--- src/rtl/rr_sel_pkg.sv ---
// -----------------------------------------------------------------------------
// rr_sel_pkg
// -----------------------------------------------------------------------------
// Shared definitions for the round-robin select arbiter.
//   NUM_CH       : number of arbitrated channels (fixed at 4)
//   sel_t        : 2-bit mux select / channel index
//   gnt_t        : 4-bit one-hot grant vector
//   arb_state_t  : arbiter FSM state (IDLE, GRANT)
//   sel_to_gnt() : converts a channel index into its one-hot grant
// -----------------------------------------------------------------------------
package rr_sel_pkg;

   localparam int NUM_CH = 4;

   typedef logic [1:0] sel_t;
   typedef logic [3:0] gnt_t;

   typedef enum logic {
      IDLE  = 1'b0,
      GRANT = 1'b1
   } arb_state_t;

   // One-hot grant for a channel index.
   function automatic gnt_t sel_to_gnt(input sel_t sel);
      gnt_t one;
      one = 4'b0001;
      return one << sel;
   endfunction

endpackage : rr_sel_pkg

--- src/rtl/rr_prio_pick.sv ---
// -----------------------------------------------------------------------------
// rr_prio_pick
// -----------------------------------------------------------------------------
// Purely combinational rotate-and-priority search. Starting just after the
// last-granted channel (ptr), channels are examined in the order
// ptr+1, ptr+2, ptr+3, ptr (mod 4); the first requester wins. Checking ptr
// itself last lets a lone requester be re-granted back-to-back.
//
// Ports
//   req  in  [3:0]  per-channel request vector
//   ptr  in  [1:0]  last-granted channel (search starts at ptr+1)
//   any  out        at least one request is present
//   sel  out [1:0]  chosen channel (equals ptr when any=0, don't care)
// -----------------------------------------------------------------------------
import rr_sel_pkg::*;

module rr_prio_pick (
   input  logic [3:0] req,
   input  logic [1:0] ptr,
   output logic       any,
   output logic [1:0] sel
);

   // cand[gi] is the channel examined at search position gi (0 = highest
   // priority); rot[gi] is that channel's request, i.e. req rotated by ptr+1.
   sel_t cand [NUM_CH];
   logic [NUM_CH-1:0] rot;

   for (genvar gi = 0; gi < NUM_CH; gi++) begin : g_rot
      assign cand[gi] = ptr + sel_t'(gi + 1);
      assign rot[gi]  = req[cand[gi]];
   end

   assign any = |req;

   // Walk from lowest priority to highest so the highest-priority requester
   // is the last (and therefore winning) assignment.
   always_comb begin
      sel = ptr;
      for (int k = NUM_CH - 1; k >= 0; k--) begin
         if (rot[k]) begin
            sel = cand[k];
         end
      end
   end

endmodule : rr_prio_pick

--- src/rtl/rr_sel_arbiter.sv ---
// -----------------------------------------------------------------------------
// rr_sel_arbiter
// -----------------------------------------------------------------------------
// Four-channel round-robin arbiter that drives the select of a downstream
// 4-to-1 mux. A grant is issued one cycle after a request is sampled and is
// held (s, gnt, valid all stable) until the consumer handshakes with
// valid && ready. On a handshake the next grant is issued on the following
// edge with no idle bubble if anyone is still requesting; otherwise the
// arbiter returns to IDLE. Dropping the granted request mid-grant does not
// cancel it: a grant only ends by handshake (or reset).
//
// Parameters
//   IDLE_SEL        select value presented while no grant is active
//
// Ports
//   clk    in         single clock, rising edge
//   rst    in         synchronous active-high reset (drops any in-flight grant)
//   req    in  [3:0]  per-channel request
//   ready  in         consumer accepts the selected channel (ignored if !valid)
//   s      out [1:0]  registered mux select
//   gnt    out [3:0]  registered one-hot grant, gnt == 1<<s while valid
//   valid  out        registered, a grant is active
//
// Build option
//   RR_SEL_ARBITER_ASSERT_EN : when defined, embedded concurrent assertions
//   are compiled (one-hot grant, grant/select consistency, hold under
//   backpressure, bounded wait). Behaviour is identical either way.
// -----------------------------------------------------------------------------
import rr_sel_pkg::*;

module rr_sel_arbiter #(
   parameter sel_t IDLE_SEL = 2'd0
) (
   input  logic       clk,
   input  logic       rst,
   input  logic [3:0] req,
   input  logic       ready,
   output logic [1:0] s,
   output logic [3:0] gnt,
   output logic       valid
);

   arb_state_t state_q;
   sel_t       ptr_q;     // last channel that completed a handshake
   sel_t       s_q;
   gnt_t       gnt_q;
   logic       valid_q;

   sel_t       pick_ptr_d;
   logic       pick_any_d;
   sel_t       pick_sel_d;
   logic       handshake_d;

   assign handshake_d = valid_q && ready;

   // During a grant the search must start after the channel being granted,
   // which becomes the new pointer on the handshake edge. Feeding s_q
   // directly avoids waiting a cycle for ptr_q to update.
   assign pick_ptr_d = (state_q == GRANT) ? s_q : ptr_q;

   rr_prio_pick u_pick (
      .req (req),
      .ptr (pick_ptr_d),
      .any (pick_any_d),
      .sel (pick_sel_d)
   );

   // Single-process FSM; all outputs are registered here.
   always_ff @(posedge clk) begin
      if (rst) begin
         state_q <= IDLE;
         ptr_q   <= 2'd3;          // ch0 gets first priority out of reset
         s_q     <= IDLE_SEL;
         gnt_q   <= '0;
         valid_q <= 1'b0;
      end else begin
         case (state_q)
            IDLE: begin
               if (pick_any_d) begin
                  state_q <= GRANT;
                  s_q     <= pick_sel_d;
                  gnt_q   <= sel_to_gnt(pick_sel_d);
                  valid_q <= 1'b1;
               end
            end
            GRANT: begin
               if (handshake_d) begin
                  ptr_q <= s_q;
                  if (pick_any_d) begin
                     // Back-to-back grant, possibly to the same channel.
                     s_q   <= pick_sel_d;
                     gnt_q <= sel_to_gnt(pick_sel_d);
                  end else begin
                     state_q <= IDLE;
                     s_q     <= IDLE_SEL;
                     gnt_q   <= '0;
                     valid_q <= 1'b0;
                  end
               end
            end
            default: begin
               state_q <= IDLE;
               s_q     <= IDLE_SEL;
               gnt_q   <= '0;
               valid_q <= 1'b0;
            end
         endcase
      end
   end

   // The select goes straight to the downstream mux.
   assign s     = s_q;
   assign gnt   = gnt_q;
   assign valid = valid_q;

`ifdef RR_SEL_ARBITER_ASSERT_EN
   // ---------------------------------------------------------------------
   // Embedded checks
   // ---------------------------------------------------------------------
   a_gnt_onehot0 : assert property (@(posedge clk) disable iff (rst)
      $onehot0(gnt_q));

   a_gnt_matches_s : assert property (@(posedge clk) disable iff (rst)
      valid_q |-> (gnt_q == sel_to_gnt(s_q)));

   a_idle_outputs : assert property (@(posedge clk) disable iff (rst)
      !valid_q |-> (gnt_q == '0 && s_q == IDLE_SEL));

   a_hold_on_stall : assert property (@(posedge clk) disable iff (rst)
      (valid_q && !ready) |=> (valid_q && $stable(s_q) && $stable(gnt_q)));

   // Count handshakes to other channels while a request is held. With the
   // rotating search a held request can be passed over by at most three
   // other handshakes, so it is served no later than the fourth.
   for (genvar gi = 0; gi < NUM_CH; gi++) begin : g_fair
      logic [2:0] wait_cnt_q;

      always_ff @(posedge clk) begin
         if (rst || !req[gi]) begin
            wait_cnt_q <= '0;
         end else if (handshake_d && (s_q == sel_t'(gi))) begin
            wait_cnt_q <= '0;
         end else if (handshake_d && (wait_cnt_q != 3'd7)) begin
            wait_cnt_q <= wait_cnt_q + 3'd1;
         end
      end

      a_fair : assert property (@(posedge clk) disable iff (rst)
         wait_cnt_q <= 3'd3);
   end
`endif

endmodule : rr_sel_arbiter

--- config.mk ---
export PLATFORM = sky130hd
export DESIGN_NAME = rr_sel_arbiter
export DESIGN_NICKNAME = d
export VERILOG_FILES = /design/src/rtl/rr_sel_pkg.sv /design/src/rtl/rr_prio_pick.sv /design/src/rtl/rr_sel_arbiter.sv
export SDC_FILE = /design/constraint.sdc
export NUM_CORES = 1
export LEC_CHECK = 0
export CORE_AREA = 2 2 39 41
export CTS_BUF_LIST = sky130_fd_sc_hd__clkbuf_8
export DETAILED_ROUTE_END_ITERATION = 12
export DIE_AREA = 0 0 41 43
export PLACE_DENSITY = 0.75
export SYNTH_ARGS = -nofsm -noshare
export SYNTH_HDL_FRONTEND = slang
export SYNTH_SLANG_ARGS = --single-unit
--- constraint.sdc ---
create_clock -name clk -period 1.3 [get_ports clk]
set_input_delay 0.26 -clock clk [delete_from_list [all_inputs] [get_ports clk]]
set_output_delay 0.26 -clock clk [all_outputs]
set_load 0.005 [all_outputs]
flops_by_reg.png
Scale bar: 10 um. Other sequential cells in the stronger grey, the rest of the logic in the fainter grey.
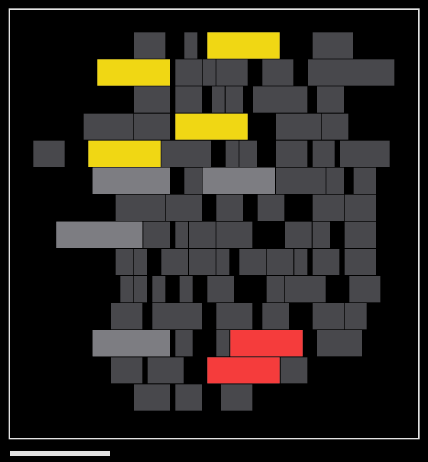
[yellow] gnt | flops: 4 | where: top centre
[red] ptr_q | flops: 2
area occupied by registers: 206 sq um
sequential share of cell area: 24.8%

placement_by_type.png
Scale bar: 10 um. Fill, decap, tap and diode cells in grey.
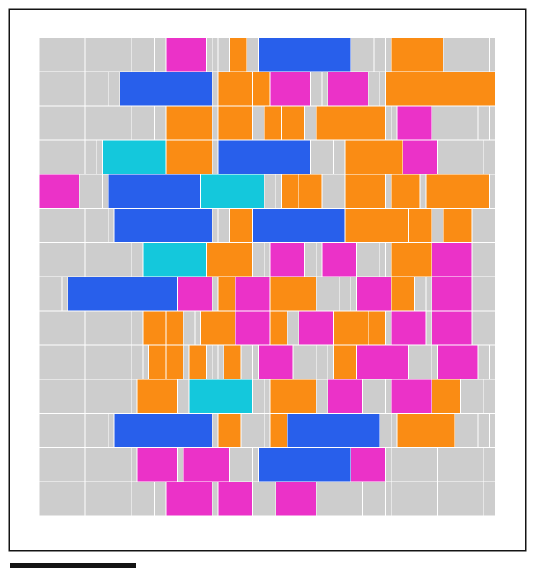
[cyan] clock drivers and dummy loads | cells: 4
[blue] flops | cells: 10
[magenta] other buffers and delay cells | cells: 28
[orange] combinational and other logic | cells: 43
core region area: 0.00138 sq mm
number of rows in the core area: 14
fin util: 60.0%
Final Instance Area: 831 sq um

wires.png
Scale bar: 10 um. Only two layers are drawn.
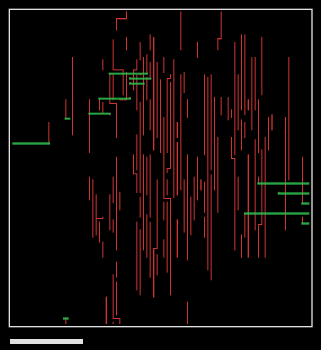
[green] metal 3 | wire length: 42.9 um
[red] metal 2 | wire length: 790 um
Post-Route WL: 1380 um
routed vias: 546
All-Layer GR Usage: 18.0%
average wire per cell in the routed design: 13.7 um

congestion.png
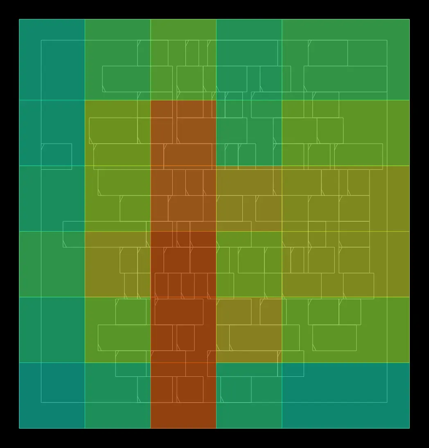
met1 demand-to-capacity share in global routing: 17.7%
M2 GR Usage: 33.1%
met3 Resource Use GR: 1.57%

cell_density.png
8 x 9 tiles, from black (low) to pale yellow (high), 0 to 100% covered.
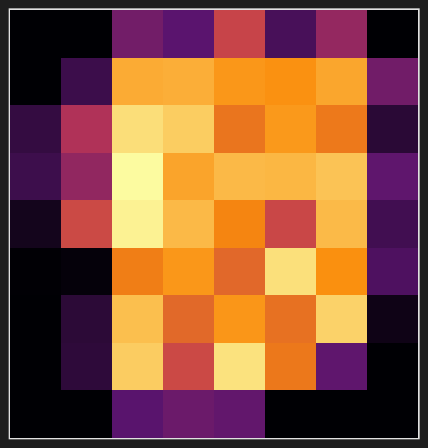
tiles over 75% full: 33%
fullest tile: 99%
mean over tiles: 46%
Initial Util: 36.5%

==> cell usage after synthesis (all sizes together) <==
library cell,n
nor3b,1
or3,1
nand3,1
nand2b,2
buf,1
inv,1
nor3,2
a211oi,1
a32o,2
o31ai,3
o31a,1
dfxtp,10
mux2i,4
nor4b,1
nor2,3
o211a,1
a311oi,1
a21oi,3
nor4,1
nand2,9
mux2,1
and3,1
o21ai,3
==> power groups by stage <==
stage	sequential (mW)	clock, mW	combinational (mW)
6_report	0.356	0.377	0.245
5_1_grt	0.358	0.409	0.262
4_1_cts	0.355	0.384	0.235
3_5_place_dp	0.360	0	0.245
3_3_place_gp	0.360	0	0.242
2_1_floorplan	0.363	0	0.111
==> logic make-up after synthesis <==
group,count (synthesis)
buf+inv,2
mux,5
simple gates,22
compound gates,15
flops,10
==> flow_results.org <==
#+TITLE: Synthesis and PnR summary

** Run status
- The flow ran to the end, but the final reports show violations.
- The final reports fail on setup timing.

** Floorplan
- 14 I/O pins were placed.
- Inserted tap cell count :: 16
- Chip height :: 43 um

** STA
- Actual slew at the worst max-slew pin :: 0.351 ns
- Setup slack on the critical path of the routed design comes to -0.236 ns.
- Hold is met by 0.449 ns.
- Endpoints failing setup :: 6

** Routing
- Met1 routed wirelength after detailed routing :: 523 um
- Initial detailed-routing violation count :: 10
- Number of design rule violations left after detail routing :: 0
- Highest metal used :: met4
- Vias/cell :: 5.41

** Worst hold path
- Tightest Hold Check Type :: flop to flop
- Worst hold path startpoint :: gnt[1]

** Final layout
- Most common logic cells in the final layout :: sky130_fd_sc_hd__buf_4, sky130_fd_sc_hd__dlygate4sd2_1, sky130_fd_sc_hd__nand2_1
- Area Overhead vs Synth :: 64.4%
- Fraction of area in multi-input gates :: 37.7%
- Seq_cells :: 10
- ClkCell Share :: 6.63%
- The final layout report lists a non-clock inverter count of 1.
- Number of multi-input combinational cells in the layout :: 42
- Portion of the layout cell area used by non-clock buffers :: 28.0%

** GRT
- Pin count of the biggest net entering global routing :: 8
- After global routing the overflow that remains totals 0.

** Worst setup path
- Worst setup path endpoint :: gnt[2]
- Maximum single-stage delay on the critical path :: 0.37 ns
- Worst setup path class :: flop to flop
- Per the post-run analysis, buffers plus inverters along the critical path come to 2.
- Looking at the reg2reg group, the worst path starts from state_q.

** Clock tree
- Clock latency on the worst-skew pair, taken at its later pin, is 0.23 ns.
- Number of cells upsized or downsized after cts :: 18
- After clock tree synthesis, the flow added hold-fix buffers numbering 0.
- Clock-pin slew on the worst setup and hold paths :: 0.05 ns
- Per the CTS log, the buffer count on the longest clock path is 2.

** Yosys
- The cell-mix breakdown from Yosys lists the simple-gate area share as 25.2%.
- Yosys stat counts 54 cells in the synthesized netlist.
- In the synthesized netlist, mux cells make up 10.9% of the area.
- Largest type area fraction :: 39.6%
- Number of warning messages in the yosys log :: 0

** Place
- Number of port buffers :: 13
- Post-placement cell area :: 754 sq um

** Power
- Cell internal pwr :: 0.739 mW
- Switching Power :: 0.239 mW
Power and IR drop assume default switching activity.
